congestion.png
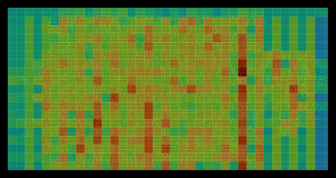
flops_by_reg.png
The bar under the picture is 100 um long. Other sequential cells in the stronger grey, the rest of the logic in the fainter grey.
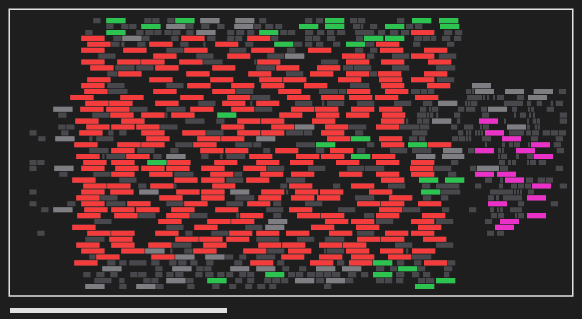
wires.png
The bar under the picture is 100 um long. Two of the layers only.
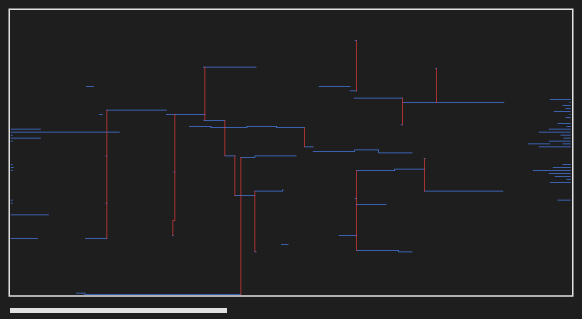
logic_types.png
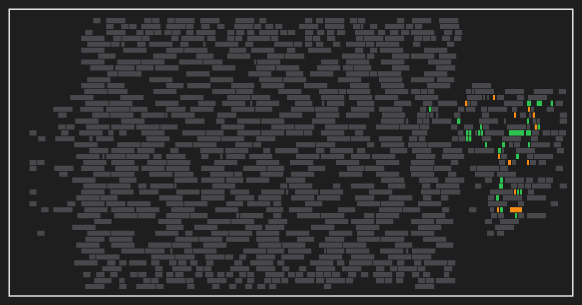
--- config.mk ---
export PLATFORM = sky130hd
export DESIGN_NAME = fmul_operand_feeder_flat
export DESIGN_NICKNAME = d
export VERILOG_FILES = /design/src/rtl/fmul_operand_feeder_if.sv /design/src/rtl/fmul_operand_feeder.sv /design/src/flat_wrapper.sv
export SDC_FILE = /design/constraint.sdc
export NUM_CORES = 1
export LEC_CHECK = 0
export CORE_ASPECT_RATIO = 0.5
export CORE_MARGIN = 2
export CORE_UTILIZATION = 40
export DETAILED_ROUTE_END_ITERATION = 7
export SYNTH_ARGS = -nofsm -noshare
export SYNTH_HDL_FRONTEND = slang
export SYNTH_SLANG_ARGS = --single-unit
--- constraint.sdc ---
create_clock -name clk -period 8.8 [get_ports clk]
set_input_delay 1.76 -clock clk [delete_from_list [all_inputs] [get_ports clk]]
set_output_delay 1.76 -clock clk [all_outputs]
set_load 0.005 [all_outputs]
--- src/rtl/fmul_operand_feeder_if.sv ---
// Stream and multiplier-side handshake bundle for the float32 multiplier operand feeder.
// The master modport is the feeder itself; the slave modport is its environment.
interface fmul_operand_feeder_if;
    logic [31:0] in_a;
    logic [31:0] in_b;
    logic        in_valid;
    logic        in_ready;
    logic [31:0] input_a;
    logic        input_a_stb;
    logic        input_a_ack;
    logic [31:0] input_b;
    logic        input_b_stb;
    logic        input_b_ack;

    modport master (
        input  in_a, in_b, in_valid, input_a_ack, input_b_ack,
        output in_ready, input_a, input_a_stb, input_b, input_b_stb
    );

    modport slave (
        output in_a, in_b, in_valid, input_a_ack, input_b_ack,
        input  in_ready, input_a, input_a_stb, input_b, input_b_stb
    );
endinterface

--- src/rtl/fmul_operand_feeder.sv ---
// Buffers (a,b) operand pairs in a FIFO and replays each pair to the float32 multiplier
// over its serial stb/ack handshake: input_a first, then input_b.
module fmul_operand_feeder #(
    parameter int  DEPTH = 4,
    parameter int  CNT_W = 16,
    localparam int PTR_W = $clog2(DEPTH) + 1
) (
    input  logic                 clk,
    input  logic                 rst,
    fmul_operand_feeder_if.master bus,
    output logic [PTR_W-1:0]     count,
    output logic [CNT_W-1:0]     issued_cnt,
    output logic                 busy
);
    localparam int              AW         = PTR_W - 1;
    localparam logic [PTR_W-1:0] FULL_COUNT = PTR_W'(DEPTH);

    typedef enum logic [1:0] {
        IDLE   = 2'd0,
        SEND_A = 2'd1,
        SEND_B = 2'd2
    } state_t;

    logic [63:0]      mem_r [DEPTH];
    logic [PTR_W-1:0] wr_ptr_r;
    logic [PTR_W-1:0] rd_ptr_r;
    logic [PTR_W-1:0] count_r;
    state_t           state_r;
    state_t           state_s;
    logic [31:0]      input_a_r;
    logic [31:0]      input_a_s;
    logic [31:0]      input_b_r;
    logic [31:0]      input_b_s;
    logic             a_stb_r;
    logic             a_stb_s;
    logic             b_stb_r;
    logic             b_stb_s;
    logic [CNT_W-1:0] issued_r;
    logic [CNT_W-1:0] issued_s;
    logic             push_s;
    logic             pop_s;
    logic             empty_s;
    logic [63:0]      head_s;

    // in_ready looks only at the registered count, so a same-cycle pop never frees a full FIFO.
    assign bus.in_ready = (count_r != FULL_COUNT);
    assign push_s       = bus.in_valid & bus.in_ready;
    assign pop_s        = (state_r == SEND_B) & bus.input_b_ack;
    assign empty_s      = (wr_ptr_r == rd_ptr_r);
    assign head_s       = mem_r[rd_ptr_r[AW-1:0]];

    assign bus.input_a     = input_a_r;
    assign bus.input_b     = input_b_r;
    assign bus.input_a_stb = a_stb_r;
    assign bus.input_b_stb = b_stb_r;
    assign count           = count_r;
    assign issued_cnt      = issued_r;
    assign busy            = (state_r != IDLE) | (count_r != {PTR_W{1'b0}});

    // Operand storage; contents are don't-care until written, pointers define validity.
    always_ff @(posedge clk) begin
        if (push_s) begin
            mem_r[wr_ptr_r[AW-1:0]] <= {bus.in_a, bus.in_b};
        end
    end

    // FIFO pointers and occupancy.
    always_ff @(posedge clk or negedge rst) begin
        if (!rst) begin
            wr_ptr_r <= {PTR_W{1'b0}};
            rd_ptr_r <= {PTR_W{1'b0}};
            count_r  <= {PTR_W{1'b0}};
        end else begin
            if (push_s) begin
                wr_ptr_r <= wr_ptr_r + PTR_W'(1);
            end
            if (pop_s) begin
                rd_ptr_r <= rd_ptr_r + PTR_W'(1);
            end
            case ({push_s, pop_s})
                2'b10:   count_r <= count_r + PTR_W'(1);
                2'b01:   count_r <= count_r - PTR_W'(1);
                default: count_r <= count_r;
            endcase
        end
    end

    // Handshake sequencer next-state and output decode.
    always_comb begin
        state_s   = state_r;
        input_a_s = input_a_r;
        input_b_s = input_b_r;
        a_stb_s   = a_stb_r;
        b_stb_s   = b_stb_r;
        issued_s  = issued_r;
        case (state_r)
            IDLE: begin
                if (!empty_s) begin
                    state_s   = SEND_A;
                    a_stb_s   = 1'b1;
                    input_a_s = head_s[63:32];
                    input_b_s = head_s[31:0];
                end else begin
                    state_s = IDLE;
                end
            end
            SEND_A: begin
                if (bus.input_a_ack) begin
                    state_s = SEND_B;
                    a_stb_s = 1'b0;
                    b_stb_s = 1'b1;
                end else begin
                    state_s = SEND_A;
                end
            end
            SEND_B: begin
                if (bus.input_b_ack) begin
                    state_s  = IDLE;
                    b_stb_s  = 1'b0;
                    issued_s = issued_r + CNT_W'(1);
                end else begin
                    state_s = SEND_B;
                end
            end
            default: begin
                state_s = IDLE;
                a_stb_s = 1'b0;
                b_stb_s = 1'b0;
            end
        endcase
    end

    // Sequencer state and registered multiplier-side outputs.
    always_ff @(posedge clk or negedge rst) begin
        if (!rst) begin
            state_r   <= IDLE;
            input_a_r <= 32'h0000_0000;
            input_b_r <= 32'h0000_0000;
            a_stb_r   <= 1'b0;
            b_stb_r   <= 1'b0;
            issued_r  <= {CNT_W{1'b0}};
        end else begin
            state_r   <= state_s;
            input_a_r <= input_a_s;
            input_b_r <= input_b_s;
            a_stb_r   <= a_stb_s;
            b_stb_r   <= b_stb_s;
            issued_r  <= issued_s;
        end
    end
endmodule

--- src/flat_wrapper.sv ---
// flat-port wrapper written by rule: the top's interface ports become plain ports
module fmul_operand_feeder_flat 
#(
    parameter int  DEPTH = 4,
    parameter int  CNT_W = 16,
    localparam int PTR_W = $clog2(DEPTH) + 1
)
  (clk, rst, count, issued_cnt, busy, bus_in_a, bus_in_b, bus_in_valid, bus_input_a_ack, bus_input_b_ack, bus_in_ready, bus_input_a, bus_input_a_stb, bus_input_b, bus_input_b_stb);
  fmul_operand_feeder_if bus_i ();
  input  logic clk;
  input  logic rst;
  output logic [PTR_W-1:0] count;
  output logic [CNT_W-1:0] issued_cnt;
  output logic busy;
  input wire logic [$bits(bus_i.in_a)-1:0] bus_in_a;
  input wire logic [$bits(bus_i.in_b)-1:0] bus_in_b;
  input wire logic [$bits(bus_i.in_valid)-1:0] bus_in_valid;
  input wire logic [$bits(bus_i.input_a_ack)-1:0] bus_input_a_ack;
  input wire logic [$bits(bus_i.input_b_ack)-1:0] bus_input_b_ack;
  output wire logic [$bits(bus_i.in_ready)-1:0] bus_in_ready;
  output wire logic [$bits(bus_i.input_a)-1:0] bus_input_a;
  output wire logic [$bits(bus_i.input_a_stb)-1:0] bus_input_a_stb;
  output wire logic [$bits(bus_i.input_b)-1:0] bus_input_b;
  output wire logic [$bits(bus_i.input_b_stb)-1:0] bus_input_b_stb;
  assign bus_i.in_a = bus_in_a;
  assign bus_i.in_b = bus_in_b;
  assign bus_i.in_valid = bus_in_valid;
  assign bus_i.input_a_ack = bus_input_a_ack;
  assign bus_i.input_b_ack = bus_input_b_ack;
  assign bus_in_ready = bus_i.in_ready;
  assign bus_input_a = bus_i.input_a;
  assign bus_input_a_stb = bus_i.input_a_stb;
  assign bus_input_b = bus_i.input_b;
  assign bus_input_b_stb = bus_i.input_b_stb;
  fmul_operand_feeder #(.DEPTH(DEPTH), .CNT_W(CNT_W)) u_core (.clk(clk), .rst(rst), .bus(bus_i), .count(count), .issued_cnt(issued_cnt), .busy(busy));
endmodule
==> impl_metrics.tcl <==
# metrics dict for downstream scripts
set metrics [dict create \
    status "finished, final reports clean" \
    topCellsByArea "edfxtp_1, dfrtp_1, mux4_2, mux2_2, xnor2_1" \
    reg2reg_from "u_core.rd_ptr_r[0]" \
    dr.first_iter.drc_count 322 \
    highest_layer "met4" \
    grt_pass1_wl_mm 38.04 \
    end_kind "flop" \
    nets 847 \
    adder_share 0.008288 \
    cp.required_ps 8990 \
    ctsResizeCount 0 \
    ant_nets 0 \
    die-area_sq_mm 0.03400 \
    reg2reg_slack_ps 6160 \
    mux_area_frac 0.1673 \
    ys_cells 601 \
    max_slew_margin 0.3088 \
    top_logic_kind "multiplexers" \
    logic_gate_count 220 \
    area_growth_pct 23.41 \
    setup_viol 0 \
    nNonClkBuffers 159 \
    p_seq_mw 2.45 \
    ff_type "edfxtp_1" \
    cp.depth 4 \
    floorplan.nets 678 \
    vias 6043 \
    tapCellCount 432 \
    synthCells 601 \
    wl_per_cell_um 19.75 \
    dpl.cell_count 1169 \
    worstReg2RegEnd "u_core.bus.input_b[22]" \
    endpoint "u_core.mem_r[3][17]" \
    rows 46 \
    post_cts_buffers 0 \
    io_buffers 155 \
    comb_power_share 0.297 \
    fp_util 0.4079 \
    design_area_sq_mm 0.01602 \
    pg_comb_mw 1.61 \
    numCtsBuffers 31 \
    synthAoiAreaFrac 0.003084 \
    die_w_um 258.8 \
    routedLengthMet1_mm 10.27 \
    synth_cell_types 31 \
    drive_gt1_frac 0.2352 \
    drt_first_pass_iters 4 \
]
-- congestion.png (at the start) --
GRT met1 Usage: 0.1830
met3 usage: 0.02990

-- flops_by_reg.png (at the start) --
legend:
  red:
    netlist_name: u_core.mem_r
    sequential_cells: 256
  green:
    netlist_name: u_core.bus.input_a
    sequential_cells: 32
  magenta:
    netlist_name: u_core.issued_cnt
    sequential_cells: 16
    where: right middle

-- wires.png (at the start) --
legend:
  red:
    layer: metal 4
    wire_length: 378 um
  blue:
    layer: metal 3
    wire_length: 816 um
Tot GR Track Use: 0.1458
Post-Route WL: 24.23 mm

-- logic_types.png (at the start) --
legend:
  orange:
    family: nor cells
    cells: 12
    where: right middle
  green:
    family: nand cells
    cells: 28
    where: right middle
combinational share of cell area: 0.1767
most numerous logic cell after layout: edfxtp_1
Post-Layout Cell Count: 1,227

